--- config.mk ---
export PLATFORM = sky130hd
export DESIGN_NAME = fetch_npc_unit
export DESIGN_NICKNAME = d
export VERILOG_FILES = /design/src/rtl/bp_pkg.sv /design/src/rtl/fetch_npc_unit_pred_stage.sv /design/src/rtl/fetch_npc_unit.sv
export SDC_FILE = /design/constraint.sdc
export NUM_CORES = 1
export LEC_CHECK = 0
export CORE_AREA = 2 2 145 147
export CTS_CLUSTER_SIZE = 8
export DETAILED_ROUTE_END_ITERATION = 12
export DIE_AREA = 0 0 147 149
export GPL_ROUTABILITY_DRIVEN = 0
export GPL_TIMING_DRIVEN = 0
export PLACE_DENSITY = 0.77
export SYNTH_ARGS = -nofsm -noshare
export SYNTH_HDL_FRONTEND = slang
export SYNTH_SLANG_ARGS = --single-unit
--- constraint.sdc ---
create_clock -name clk -period 2.8 [get_ports clk]
set_input_delay 0.42 -clock clk [delete_from_list [all_inputs] [get_ports clk]]
set_output_delay 0.42 -clock clk [all_outputs]
set_load 0.01 [all_outputs]
--- src/rtl/bp_pkg.sv ---
// Shared types for the fetch-stage next-PC generator and its prediction pipeline.
package bp_pkg;

    // Source chosen for the next fetch address, lowest to highest priority.
    typedef enum logic [2:0] {
        SEL_PC4   = 3'd0,
        SEL_PRED  = 3'd1,
        SEL_JALD  = 3'd2,
        SEL_JALRE = 3'd3,
        SEL_RECOV = 3'd4
    } npc_sel_t;

    // Prediction carried alongside an instruction through ID and EX.
    typedef struct packed {
        logic        valid;
        logic        pred;
        logic [31:0] npc_pred;
    } pred_info_t;

    localparam logic [31:0] RESET_PC_DEFAULT = 32'h0000_0000;
    localparam pred_info_t  PRED_INFO_NULL   = '0;

    // Sequential fetch address; wraps modulo 2^32.
    function automatic logic [31:0] pc_plus4(input logic [31:0] pc);
        return pc + 32'd4;
    endfunction

endpackage

--- src/rtl/fetch_npc_unit_pred_stage.sv ---
// One pipeline register for prediction info with stall hold and flush-to-bubble.
module pred_stage_reg
    import bp_pkg::*;
(
    input  logic       clk,
    input  logic       rst,
    input  logic       stall_i,
    input  logic       flush_i,
    input  pred_info_t d_i,
    output pred_info_t q_o
);

    pred_info_t state_q;
    pred_info_t state_d;

    // Flush wins over stall so a squashed instruction never lingers as valid.
    always_comb begin
        state_d = state_q;
        if (flush_i) begin
            state_d = PRED_INFO_NULL;
        end else if (!stall_i) begin
            state_d = d_i;
        end
    end

    // Stage register with synchronous reset.
    always_ff @(posedge clk) begin
        if (rst) begin
            state_q <= PRED_INFO_NULL;
        end else begin
            state_q <= state_d;
        end
    end

    assign q_o = state_q;

endmodule

--- src/rtl/fetch_npc_unit.sv ---
// Fetch-stage next-PC generator: owns PCF, tracks predictions through ID/EX,
// detects EX mispredictions and keeps branch/mispredict statistics.
module fetch_npc_unit
    import bp_pkg::*;
#(
    parameter logic [31:0] RESET_PC = RESET_PC_DEFAULT,
    parameter int          CNT_W    = 32
) (
    input  logic             clk,
    input  logic             rst,
    input  logic             PredF,
    input  logic [31:0]      NPC_PredF,
    input  logic             StallF,
    input  logic             StallD,
    input  logic             StallE,
    input  logic             FlushD,
    input  logic             FlushE,
    input  logic             JalD,
    input  logic [31:0]      JalNPC,
    input  logic             JalrE,
    input  logic [31:0]      JalrNPC,
    input  logic             BrTypeE,
    input  logic             BranchE,
    input  logic [31:0]      BrNPC,
    input  logic [31:0]      PCE,
    output logic [31:0]      PCF,
    output logic             PredE,
    output logic [31:0]      NPC_PredE,
    output logic             MispredE,
    output logic [CNT_W-1:0] BrCnt,
    output logic [CNT_W-1:0] MissCnt
);

    localparam logic [CNT_W-1:0] CNT_ONE = {{(CNT_W-1){1'b0}}, 1'b1};

    pred_info_t       id_d;
    pred_info_t       id_q;
    pred_info_t       ex_q;

    logic [31:0]      pcf_q;
    logic [31:0]      pcf_d;
    logic [CNT_W-1:0] br_cnt_q;
    logic [CNT_W-1:0] br_cnt_d;
    logic [CNT_W-1:0] miss_cnt_q;
    logic [CNT_W-1:0] miss_cnt_d;

    logic             mis_not_taken;
    logic             mis_taken;
    logic             mis_target;
    logic             mis_stale;
    logic             br_miss;
    logic             mispred;
    logic [31:0]      recov_pc;
    npc_sel_t         npc_sel;
    logic [31:0]      npc;
    logic             pcf_load;
    logic             cnt_en;

    assign id_d = '{valid: 1'b1, pred: PredF, npc_pred: NPC_PredF};

    pred_stage_reg u_stage_id (
        .clk     (clk),
        .rst     (rst),
        .stall_i (StallD),
        .flush_i (FlushD),
        .d_i     (id_d),
        .q_o     (id_q)
    );

    pred_stage_reg u_stage_ex (
        .clk     (clk),
        .rst     (rst),
        .stall_i (StallE),
        .flush_i (FlushE),
        .d_i     (id_q),
        .q_o     (ex_q)
    );

    // Classify the EX-stage outcome against the prediction it carried.
    always_comb begin
        mis_not_taken = ex_q.valid & BrTypeE & ex_q.pred & ~BranchE;
        mis_taken     = ex_q.valid & BrTypeE & ~ex_q.pred & BranchE;
        mis_target    = ex_q.valid & BrTypeE & ex_q.pred & BranchE
                        & (ex_q.npc_pred != BrNPC);
        // A predicted-taken non-branch means the BHT entry is stale (aliased).
        mis_stale     = ex_q.valid & ~BrTypeE & ex_q.pred;
        br_miss       = mis_not_taken | mis_taken | mis_target;
        mispred       = br_miss | mis_stale;
        recov_pc      = (mis_not_taken | mis_stale) ? pc_plus4(PCE) : BrNPC;
    end

    // Next-PC source priority: recovery, jalr in EX, jal in ID, prediction, sequential.
    always_comb begin
        npc_sel = SEL_PC4;
        if (mispred) begin
            npc_sel = SEL_RECOV;
        end else if (JalrE) begin
            npc_sel = SEL_JALRE;
        end else if (JalD) begin
            npc_sel = SEL_JALD;
        end else if (PredF) begin
            npc_sel = SEL_PRED;
        end
    end

    // Next-PC mux.
    always_comb begin
        npc = pc_plus4(pcf_q);
        case (npc_sel)
            SEL_RECOV: npc = recov_pc;
            SEL_JALRE: npc = JalrNPC;
            SEL_JALD:  npc = JalNPC;
            SEL_PRED:  npc = NPC_PredF;
            default:   npc = pc_plus4(pcf_q);
        endcase
    end

    // Redirects from EX override a fetch stall; everything else respects it.
    always_comb begin
        pcf_load = ~StallF | mispred | JalrE;
        pcf_d    = pcf_load ? npc : pcf_q;
    end

    // Statistics count only real conditional branches leaving EX.
    always_comb begin
        cnt_en     = ex_q.valid & BrTypeE & ~StallE;
        br_cnt_d   = br_cnt_q;
        miss_cnt_d = miss_cnt_q;
        if (cnt_en) begin
            br_cnt_d = br_cnt_q + CNT_ONE;
            if (br_miss) begin
                miss_cnt_d = miss_cnt_q + CNT_ONE;
            end
        end
    end

    // Fetch PC and statistics registers.
    always_ff @(posedge clk) begin
        if (rst) begin
            pcf_q      <= RESET_PC;
            br_cnt_q   <= '0;
            miss_cnt_q <= '0;
        end else begin
            pcf_q      <= pcf_d;
            br_cnt_q   <= br_cnt_d;
            miss_cnt_q <= miss_cnt_d;
        end
    end

    assign PCF       = pcf_q;
    assign PredE     = ex_q.pred;
    assign NPC_PredE = ex_q.npc_pred;
    assign MispredE  = mispred;
    assign BrCnt     = br_cnt_q;
    assign MissCnt   = miss_cnt_q;

endmodule

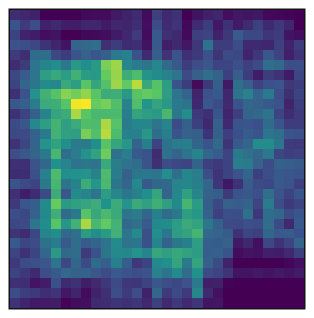
**Above:** run 1 (wire density map).
Drawn at 2 px/µm. 29 x 30 tiles, from dark purple (low) to yellow (high), scaled to the fullest tile. Values are wire area over tile area, all layers added.
emptiest ninth of the die: south-east
nearly empty tiles: 4.8%
mean over tiles: 0.31
fullest tile: 1.0
tiles over half the peak: 17%

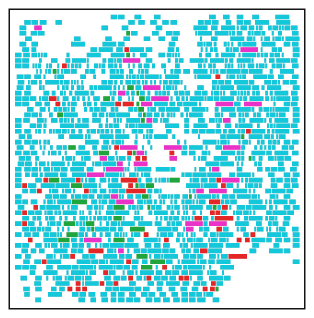
**Above:** run 1 (cells by drive strength).
Drawn at 2 px/µm.
[x1 and smaller] cyan | cells: 1355 | share: 91% | most used: clkdlybuf4s50_1
[x6 and larger] magenta | cells: 32 | share: 2.2% | most used: clkbuf_16
[x3 and x4] red | cells: 60 | share: 4.0% | most used: buf_4
[x2] green | cells: 40 | share: 2.7%

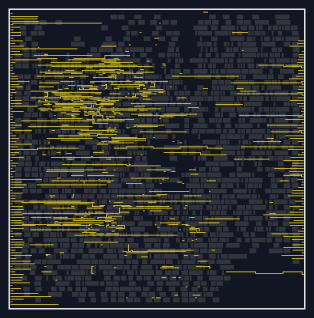
**Above:** run 1 (signal wires on met3).
Drawn at 2 px/µm. Cells faint in the background.
wire length on this layer: 4180 µm
nets with wire on the layer: 396
longest straight run: 51.1 µm
main direction: horizontal
share of all routed wire: 11%

==> impl_metrics.ini, run 1 <==
; yosys + openroad results
[outcome]
status = complete, but fails checks
violations = setup timing

[sta]
finalSetupViolCount = 1
setup_slack_ps = -102
tightest_slew_ps = 859
timing.hold.ws_ps = 431
drv_slew = 0

[floorplanning]
coreArea_mm2 = 0.0206

[yosys]
ys_cells = 1149
syn_area_per_cell_um2 = 8.14

[cts]
clkSlewWorstSetupHoldPaths_ps = 70
postCtsSetupBuffers = 5
numCtsBuffers = 17

[finish]
antenna_cells = 1

[setup_path]
setup.worst_path.end = MispredE

[grt]
top_usage_layer = met2

[placement]
placed_area_mm2 = 0.0127

[detailed_routing]
wl_met3_um = 4180
drt_iter0_drc = 1378

[power_and_ir_drop]
irDropWorstVdd_v = 0.000327
leakage_nw = 5.05
## Run 2: what changed since run 1
- CAP_MARGIN: not set -> 10
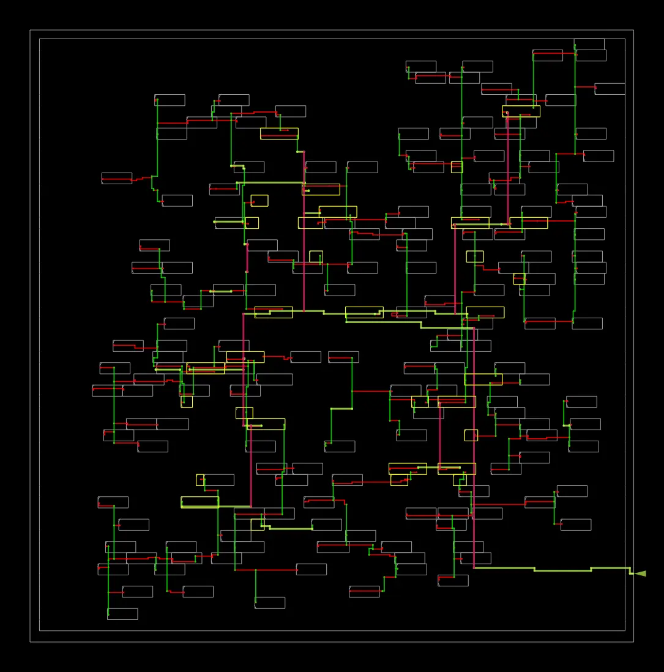
**Above:** run 2 (the clock network).
# clock sinks: 164
CLK BUF: 17
Clock Power: 2.30 mW
TritonCTS buffer count: 17
Late-Pin Clk Latency: 440 ps

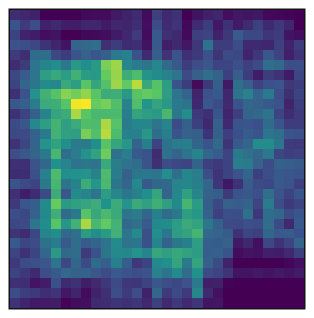
**Above:** run 2 (wire density map).
Drawn at 2 px/µm. 29 x 30 tiles, from dark purple (low) to yellow (high), scaled to the fullest tile. Values are wire area over tile area, all layers added.
tiles over half the peak: 17%
fullest tile: 1.0
mean over tiles: 0.31

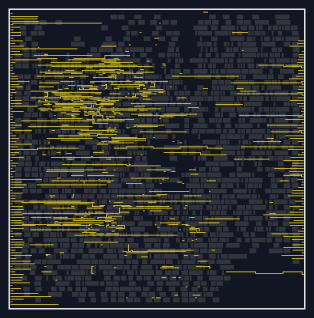
**Above:** run 2 (signal wires on met3).
Drawn at 2 px/µm. Cells faint in the background.
main direction: horizontal
wire length on this layer: 4180 µm
nets with wire on the layer: 396
final WL: 38500 µm
met3 usage: 7.98%
DR vias: 10577

==> impl_metrics.ini, run 2 <==
; yosys + openroad results
[grt]
grt_pass1_vias = 10033
grt_max_degree = 18
grt_overflow = 0
top_usage_layer = met2
grt_usage_pct = 34.0

[detailed_routing]
drt_iter0_drc = 1378
vias_per_cell = 6.00
drc = 0
wl_met3_um = 4180

[yosys]
synthCells = 1149
largest_area_cell = dfxtp_1
synthSimpleGateAreaFrac_pct = 23.0
ys_types = 60
synth_area_mm2 = 0.00935
edf_count = 0
synthAoiAreaFrac_pct = 14.8
ys_cells = 1149
ys_chip_area_mm2 = 0.00935
syn_area_per_cell_um2 = 8.14

[finish]
fin_util_pct = 65.7
antenna_cells = 1
logic_gate_count = 869
sh_comb_area_pct = 41.9

[floorplanning]
coreArea_mm2 = 0.0206
die_h_um = 149

[setup_path]
critPathArrivalTime_ps = 2480
crit_chain = clkdlybuf4s50_1 > nand3_2 > nor4_4 > and4bb_4 > or2_1 > buf_6 > inv_6 > buf_12 > buf_6
crit_path_frequent_cell = buf_6
crit_start = BranchE
setup.worst_path.end = MispredE
crit_family = buffers and inverters

[placement]
placed_area_mm2 = 0.0127

[sta]
drv_slew = 0
finalSetupViolCount = 1
min_period_ps = 2900
setup_slack_ps = -102
tightest_slew_ps = 859
fin_skew_ps = 8.82
timing.hold.ws_ps = 431

[power_and_ir_drop]
pwr-share-comb_pct = 16.9
power.density_mw_per_mm2 = 424
irDropWorstVdd_v = 0.000327
p_sw_share_pct = 29.5
leakage_nw = 5.05

[cts]
clkSlewWorstSetupHoldPaths_ps = 70
postCtsSetupBuffers = 5

[outcome]
violations = setup timing
status = complete, but fails checks
**Run 2: cells by drive strength**

Drawn at 2 px/µm.
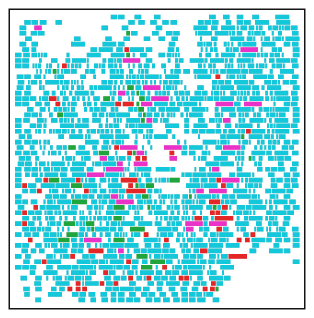

## Run 3: what changed since run 2
- CORE_AREA: 2 2 145 147 -> 2 2 151 153
- DIE_AREA: 0 0 147 149 -> 0 0 153 155
- PLACE_DENSITY: 0.77 -> 0.74
- clock period: 2.8 -> 2.54 ns (I/O delays scaled with it)
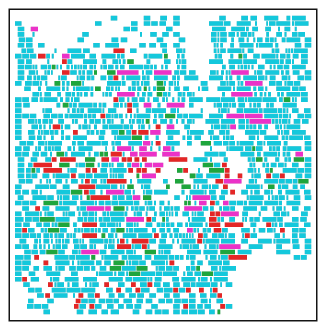
**Above:** run 3 (cells by drive strength).
Drawn at 2 px/µm.
[x2] green | cells: 66 | share: 4.4% | most used: xor2_2
[x3 and x4] red | cells: 94 | share: 6.2% | most used: buf_4
[x1 and smaller] cyan | cells: 1313 | share: 87% | most used: clkdlybuf4s50_1
[x6 and larger] magenta | cells: 43 | share: 2.8% | most used: clkbuf_16
worst setup margin: -283 ps
final instance area: 0.0142 mm²
Plain + repair buffers: 433
P&R area growth vs syn: 51.8%

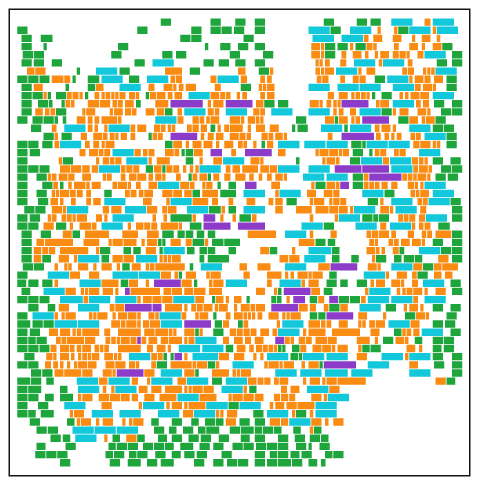
**Above:** run 3 (cell classes on the final placement).
Drawn at 3 px/µm.
[remaining logic cells] orange | cells: 887 | share of their area: 44%
[registers] cyan | cells: 164 | share of their area: 24%
[clock drivers and dummy loads] purple | cells: 32 | share of their area: 4.6%
[remaining buffers and delay cells] green | cells: 433 | share of their area: 28%
total core area: 0.0222 mm²
flop share of the area: 23.2%

==> impl_metrics.ini, run 3 <==
; yosys + openroad results
[sta]
finalSetupViolCount = 30
setup_slack_ps = -283
timing.hold.ws_ps = 392
tightest_slew_ps = 887

[outcome]
violations = setup timing
status = complete, but fails checks

[yosys]
syn_area_per_cell_um2 = 8.14
ys_chip_area_mm2 = 0.00935
synth_area_mm2 = 0.00935
synthSimpleGateAreaFrac_pct = 23.0

[grt]
grt_overflow = 0
grt_max_degree = 17
top_usage_layer = met2

[power_and_ir_drop]
irDropWorstVdd_v = 0.000424
p_sw_share_pct = 27.8

[setup_path]
crit_chain = xor2_2 > nor4_1 > nand3_1 > and4bb_4 > or2_1 > buf_6 > inv_8 > buf_12 > buf_6
setup.worst_path.end = MispredE

[cts]
worstSkewPairLatency_ps = 440
clkSlewWorstSetupHoldPaths_ps = 70

[detailed_routing]
vias_per_cell = 5.93
wirelength_um = 40400
drc = 0

[finish]
sh_comb_area_pct = 41.9
logic_gate_count = 871
antenna_cells = 0
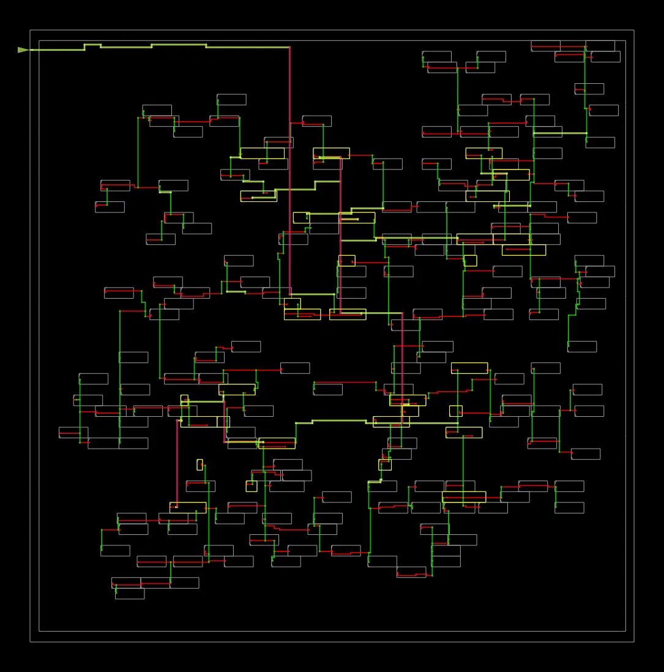
**Above:** run 3 (the clock network).
Clock Power: 2.89 mW
final clock skew: 13.9 ps
CLK BUF: 18

No activity file was given, so power comes from the tool's default toggle rates.
